[src/rtl/player_mover_pkg.sv]
// Shared types and constants for the player position updater.
// Build option: PLAYER_MOVER_NOCLIP_EN (see player_mover.sv).
package player_pkg;

    // Update sequencer states; one probe/wait pair per axis.
    typedef enum logic [2:0] {
        S_IDLE,
        S_X_PROBE,
        S_X_WAIT,
        S_Y_PROBE,
        S_Y_WAIT,
        S_FINISH
    } state_t;

    // Default geometry: 64 x 32 cell map, 8 fractional bits per cell.
    localparam int XC_BITS_DEF   = 6;
    localparam int YC_BITS_DEF   = 5;
    localparam int FRAC_BITS_DEF = 8;
    localparam int CELL_BITS_DEF = 3;

    // Fixed-point position widths for the default geometry.
    localparam int POS_X_W = XC_BITS_DEF + FRAC_BITS_DEF;
    localparam int POS_Y_W = YC_BITS_DEF + FRAC_BITS_DEF;

    // Map code for a walkable cell; every other code is a wall.
    localparam int CELL_EMPTY = 0;

endpackage

[src/rtl/player_mover_axis_step.sv]
// One-axis movement proposal: candidate position one step along the
// requested direction, the map cell under the leading edge of the player,
// and whether either point falls outside the map.
module player_axis_step #(
    parameter int CELL_W    = 6,
    parameter int FRAC_BITS = 8,
    parameter int STEP      = 32,
    parameter int RADIUS    = 64,
    localparam int W        = CELL_W + FRAC_BITS
) (
    input  logic [W-1:0]      pos,
    input  logic              move,
    input  logic              neg,
    output logic [W-1:0]      cand,
    output logic [CELL_W-1:0] edge_cell,
    output logic              range_block
);

    // Two guard bits: one for the sign, one to catch overflow past the map.
    localparam logic signed [W+1:0] STEP_S   = (W+2)'(STEP);
    localparam logic signed [W+1:0] RADIUS_S = (W+2)'(RADIUS);

    logic signed [W+1:0] pos_s;
    logic signed [W+1:0] cand_s;
    logic signed [W+1:0] lead_s;

    // Candidate position and leading-edge position in signed arithmetic.
    always_comb begin
        pos_s  = $signed({2'b00, pos});
        cand_s = neg ? (pos_s - STEP_S) : (pos_s + STEP_S);
        lead_s = neg ? (cand_s - RADIUS_S) : (cand_s + RADIUS_S);
    end

    // Negative values set the sign bit; values >= 2^W set bit W.
    assign range_block = move & ((|cand_s[W+1:W]) | (|lead_s[W+1:W]));
    assign cand        = move ? cand_s[W-1:0] : pos;
    assign edge_cell   = lead_s[W-1:FRAC_BITS];

endmodule

[src/rtl/player_mover.sv]
// Per-frame player position updater with wall collision.
// X is tried first, then Y against the already-updated X, so a blocked
// axis does not stop the other one and the player slides along walls.
// Build option: PLAYER_MOVER_NOCLIP_EN ignores the map contents; only the
// map bounds block movement. Sequencing and latency are identical.
module player_mover
    import player_pkg::*;
#(
    parameter int XC_BITS   = XC_BITS_DEF,
    parameter int YC_BITS   = YC_BITS_DEF,
    parameter int FRAC_BITS = FRAC_BITS_DEF,
    parameter int CELL_BITS = CELL_BITS_DEF,
    parameter int STEP      = 32,
    parameter int RADIUS    = 64,
    parameter int GRID_LAT  = 1
) (
    input  logic                         clock,
    input  logic                         reset,
    input  logic                         start,
    output logic                         done,
    input  logic                         key_up,
    input  logic                         key_down,
    input  logic                         key_left,
    input  logic                         key_right,
    input  logic [XC_BITS+FRAC_BITS-1:0] player_x,
    input  logic [YC_BITS+FRAC_BITS-1:0] player_y,
    output logic [XC_BITS+FRAC_BITS-1:0] result_x,
    output logic [YC_BITS+FRAC_BITS-1:0] result_y,
    output logic [XC_BITS-1:0]           grid_x,
    output logic [YC_BITS-1:0]           grid_y,
    input  logic [CELL_BITS-1:0]         grid_out,
    output logic                         busy
);

    localparam int X_W = XC_BITS + FRAC_BITS;
    localparam int Y_W = YC_BITS + FRAC_BITS;
    localparam logic [1:0] WAIT_LOAD = 2'(GRID_LAT - 1);

    state_t         state;
    logic [X_W-1:0] work_x;
    logic [Y_W-1:0] work_y;
    logic           move_x, neg_x, move_y, neg_y;
    logic [1:0]     wait_cnt;

    // The X probe address is issued on the start edge itself, so X proposals
    // come straight from the ports while idle and from the working copy after.
    logic [X_W-1:0]     x_pos;
    logic               x_move, x_neg;
    logic [X_W-1:0]     x_cand;
    logic [XC_BITS-1:0] x_edge_cell;
    logic               x_range_block;
    logic [Y_W-1:0]     y_cand;
    logic [YC_BITS-1:0] y_edge_cell;
    logic               y_range_block;

    assign x_pos  = (state == S_IDLE) ? player_x : work_x;
    assign x_move = (state == S_IDLE) ? (key_left ^ key_right) : move_x;
    assign x_neg  = (state == S_IDLE) ? key_left : neg_x;

    player_axis_step #(
        .CELL_W   (XC_BITS),
        .FRAC_BITS(FRAC_BITS),
        .STEP     (STEP),
        .RADIUS   (RADIUS)
    ) u_x_step (
        .pos        (x_pos),
        .move       (x_move),
        .neg        (x_neg),
        .cand       (x_cand),
        .edge_cell  (x_edge_cell),
        .range_block(x_range_block)
    );

    player_axis_step #(
        .CELL_W   (YC_BITS),
        .FRAC_BITS(FRAC_BITS),
        .STEP     (STEP),
        .RADIUS   (RADIUS)
    ) u_y_step (
        .pos        (work_y),
        .move       (move_y),
        .neg        (neg_y),
        .cand       (y_cand),
        .edge_cell  (y_edge_cell),
        .range_block(y_range_block)
    );

    logic wall;
`ifdef PLAYER_MOVER_NOCLIP_EN
    assign wall = 1'b0;
`else
    assign wall = (grid_out != CELL_BITS'(CELL_EMPTY));
`endif

    // Axis decisions, meaningful only in the last wait cycle of each axis.
    logic           x_accept, y_accept;
    logic [X_W-1:0] x_next;
    logic [Y_W-1:0] y_next;

    assign x_accept = move_x & ~x_range_block & ~wall;
    assign y_accept = move_y & ~y_range_block & ~wall;
    assign x_next   = x_accept ? x_cand : work_x;
    assign y_next   = y_accept ? y_cand : work_y;

    // Update sequencer: probe X, wait for the map, probe Y, wait, publish.
    // NOTE: every register here uses <= so all of them see pre-edge values.
    always_ff @(posedge clock) begin
        if (reset) begin
            state    <= S_IDLE;
            done     <= 1'b0;
            busy     <= 1'b0;
            result_x <= '0;
            result_y <= '0;
            grid_x   <= '0;
            grid_y   <= '0;
            work_x   <= '0;
            work_y   <= '0;
            move_x   <= 1'b0;
            neg_x    <= 1'b0;
            move_y   <= 1'b0;
            neg_y    <= 1'b0;
            wait_cnt <= '0;
        end else begin
            done <= 1'b0;
            case (state)
                S_IDLE: begin
                    if (start) begin
                        work_x <= player_x;
                        work_y <= player_y;
                        move_x <= key_left ^ key_right;
                        neg_x  <= key_left;
                        move_y <= key_up ^ key_down;
                        neg_y  <= key_up;
                        // Out-of-map proposals never touch the grid port.
                        if (x_move && !x_range_block) begin
                            grid_x <= x_edge_cell;
                            grid_y <= player_y[Y_W-1:FRAC_BITS];
                        end
                        busy  <= 1'b1;
                        state <= S_X_PROBE;
                    end
                end
                S_X_PROBE: begin
                    wait_cnt <= WAIT_LOAD;
                    state    <= S_X_WAIT;
                end
                S_X_WAIT: begin
                    if (wait_cnt == 2'd0) begin
                        work_x <= x_next;
                        // Y probes the column the player ends up in after X.
                        if (move_y && !y_range_block) begin
                            grid_x <= x_next[X_W-1:FRAC_BITS];
                            grid_y <= y_edge_cell;
                        end
                        state <= S_Y_PROBE;
                    end else begin
                        wait_cnt <= wait_cnt - 2'd1;
                    end
                end
                S_Y_PROBE: begin
                    wait_cnt <= WAIT_LOAD;
                    state    <= S_Y_WAIT;
                end
                S_Y_WAIT: begin
                    if (wait_cnt == 2'd0) begin
                        work_y   <= y_next;
                        result_x <= work_x;
                        result_y <= y_next;
                        done     <= 1'b1;
                        state    <= S_FINISH;
                    end else begin
                        wait_cnt <= wait_cnt - 2'd1;
                    end
                end
                S_FINISH: begin
                    busy  <= 1'b0;
                    state <= S_IDLE;
                end
                default: begin
                    busy  <= 1'b0;
                    state <= S_IDLE;
                end
            endcase
        end
    end

endmodule

[config.mk]
export PLATFORM = sky130hd
export DESIGN_NAME = player_mover
export DESIGN_NICKNAME = d
export VERILOG_FILES = /design/src/rtl/player_mover_pkg.sv /design/src/rtl/player_mover_axis_step.sv /design/src/rtl/player_mover.sv
export SDC_FILE = /design/constraint.sdc
export NUM_CORES = 1
export LEC_CHECK = 0
export CAP_MARGIN = 20
export CORE_ASPECT_RATIO = 0.7
export CORE_MARGIN = 2
export CORE_UTILIZATION = 50
export CTS_CLUSTER_DIAMETER = 50
export DETAILED_ROUTE_END_ITERATION = 10
export PLACE_DENSITY = 0.78
export REMOVE_ABC_BUFFERS = 1
export SETUP_SLACK_MARGIN = 0.05
export SYNTH_ARGS = -nofsm -noshare
export SYNTH_HDL_FRONTEND = slang
export SYNTH_HIERARCHICAL = 1
export SYNTH_SLANG_ARGS = --single-unit
[constraint.sdc]
create_clock -name clock -period 7.6 [get_ports clock]
set_input_delay 1.52 -clock clock [delete_from_list [all_inputs] [get_ports clock]]
set_output_delay 1.52 -clock clock [all_outputs]
set_load 0.01 [all_outputs]
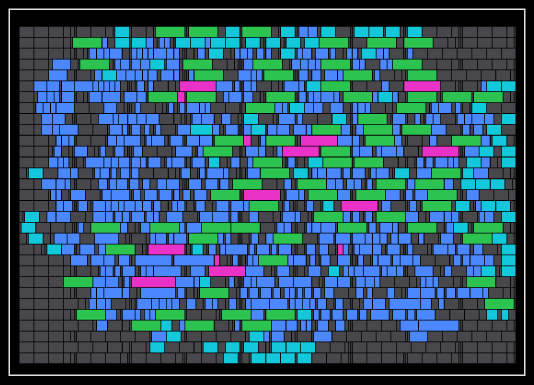
*Cell classes on the final placement*
(4 px per µm) Fill, decap, tap and diode cells in grey.
remaining buffers and delay cells -> cyan  # cells 85, share of their area 14%
clock drivers and dummy loads -> magenta  # cells 14, share of their area 4.5%
combinational and other logic -> blue  # cells 536, share of their area 57%
sequential cells -> green  # cells 76, share of their area 25%

==> impl_metrics.py <==
# Synthesis and PnR figures
metrics = {
    "cts": {
        "path_clk_slew_ns": 0.06,
        "post_cts_hold_buffer_count": 0,
        "root_buffer": "sky130_fd_sc_hd__clkbuf_16",
        "clk-insertion-delay-late_ns": 0.33,
        "ctsLongestPathBuffers": 2,
        "tritoncts": "done",
        "cts_inserted_buffers": 9,
    },
    "setup_path": {
        "cpLargestDelayFamily": "simple AND/OR/NAND/NOR gates",
        "data_required_time_of_the_worst_path_ns": 7.82,
        "r2r_slack_ns": 1.59,
        "worstPathBufferInverterCount": 1,
        "worstReg2RegEnd": "work_x[6]$_SDFFE_PP0P_",
        "largest_fanout_on_the_critical_path": 15,
        "cpPeakStageDelay_ns": 0.69,
        "worst_setup_path_start_kind": "input port",
        "crit_start": "player_x[7]",
    },
    "place": {
        "routabilityCongestion": 0.938,
        "numPlacedInstances": 827,
    },
    "floorplan": {
        "initial_utilization": 0.518,
        "top_level_ports": 77,
        "die-area_um2": 11700,
    },
    "layout": {
        "mostFrequentLayoutCells": "91 x sky130_fd_sc_hd__nand2_1, 76 x sky130_fd_sc_hd__dfxtp_1, 75 x sky130_fd_sc_hd__clkdlybuf4s50_1, 44 x sky130_fd_sc_hd__nor2_1, 41 x sky130_fd_sc_hd__a21oi_1",
        "nets": 763,
        "final_common_cell": "sky130_fd_sc_hd__nand2_1",
    },
    "hold_path": {
        "holdCritPathClass": "reg -> reg",
        "hold-path-endpoint": "result_x[1]$_SDFFE_PP0P_",
    },
    "global_routing": {
        "grt_pass1_wl_mm": 23.1,
        "track_usage": 0.240,
    },
    "sta": {
        "min_period_over_period": 0.805,
        "number_of_pins_with_negative_max_slew_slack_in_the_final_report": 0,
        "achievable-frequency_mhz": 163,
        "worst_pin_slew_ns": 1.05,
    },
    "synthesis": {
        "ys.warnings.count": 6,
        "syn_avg_cell_area_um2": 7.99,
        "syn_area_um2": 5430,
        "total_of_flip_flops_plus_latches_after_synthesis": 76,
        "synth.yosys.seq_area_share": 0.280,
    },
    "pwr": {
        "clockNetworkPower_uw": 404,
        "switching_share": 0.393,
        "power.clock.fraction": 0.235,
        "p_int_uw": 1050,
        "dominant_power_group": "combinational logic",
    },
    "job": {
        "max_cap_viol_count": 0,
        "stage_log_warnings": 27,
    },
    "detailed_routing": {
        "initial_drc_count": 512,
        "antenna_violation_net_count_after_detailed_routing": 0,
        "firstDrtPassIters": 5,
        "drc": 0,
    },
    "run_status": {
        "run_status": "completed",
    },
}
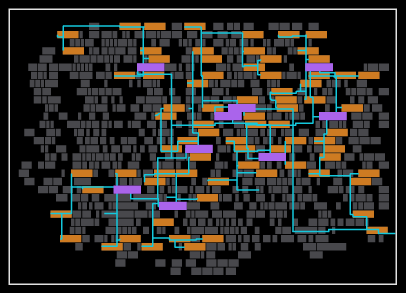
*Routed clock nets over the placement*
(3 px per µm)
clock drivers -> purple  # count 9
clock wires -> cyan  # length 966 µm
flip-flops -> orange  # count 76
routed clock nets = 10

==> layout make-up <==
cell class              instances  share of cell area
multi-input cells             514               0.541
repair buffers                 85               0.133
well taps                     132              0.0264
flip-flops and latches         76               0.243
clock buffers                  11              0.0372
inverters                      22              0.0132
clock inverters                 3             0.00640
==> state kept, by name, summed over array words and instances (netlist names), 2 cells and up <==
signal    cells
result_x     14
grid_y        5
state         3
wait_cnt      2
grid_x        6
work_y       13
work_x       14
result_y     13
==> cell families after synthesis <==
family	share of synthesized area
xor+xnor	0.0729
buf+inv	0.100
fa+ha+maj	0.0415
mux	0.0256
flops	0.280
compound gates	0.230
simple gates	0.249
==> layer usage <==
layer  wire length [µm]  global-route usage  share of wire
met1               6360               0.333           0.45
met2               6380               0.370           0.46
met3                984              0.0489          0.070
met4                280              0.0815          0.020
met5                  0                   0              0
Power is estimated from default activity; no workload was simulated.
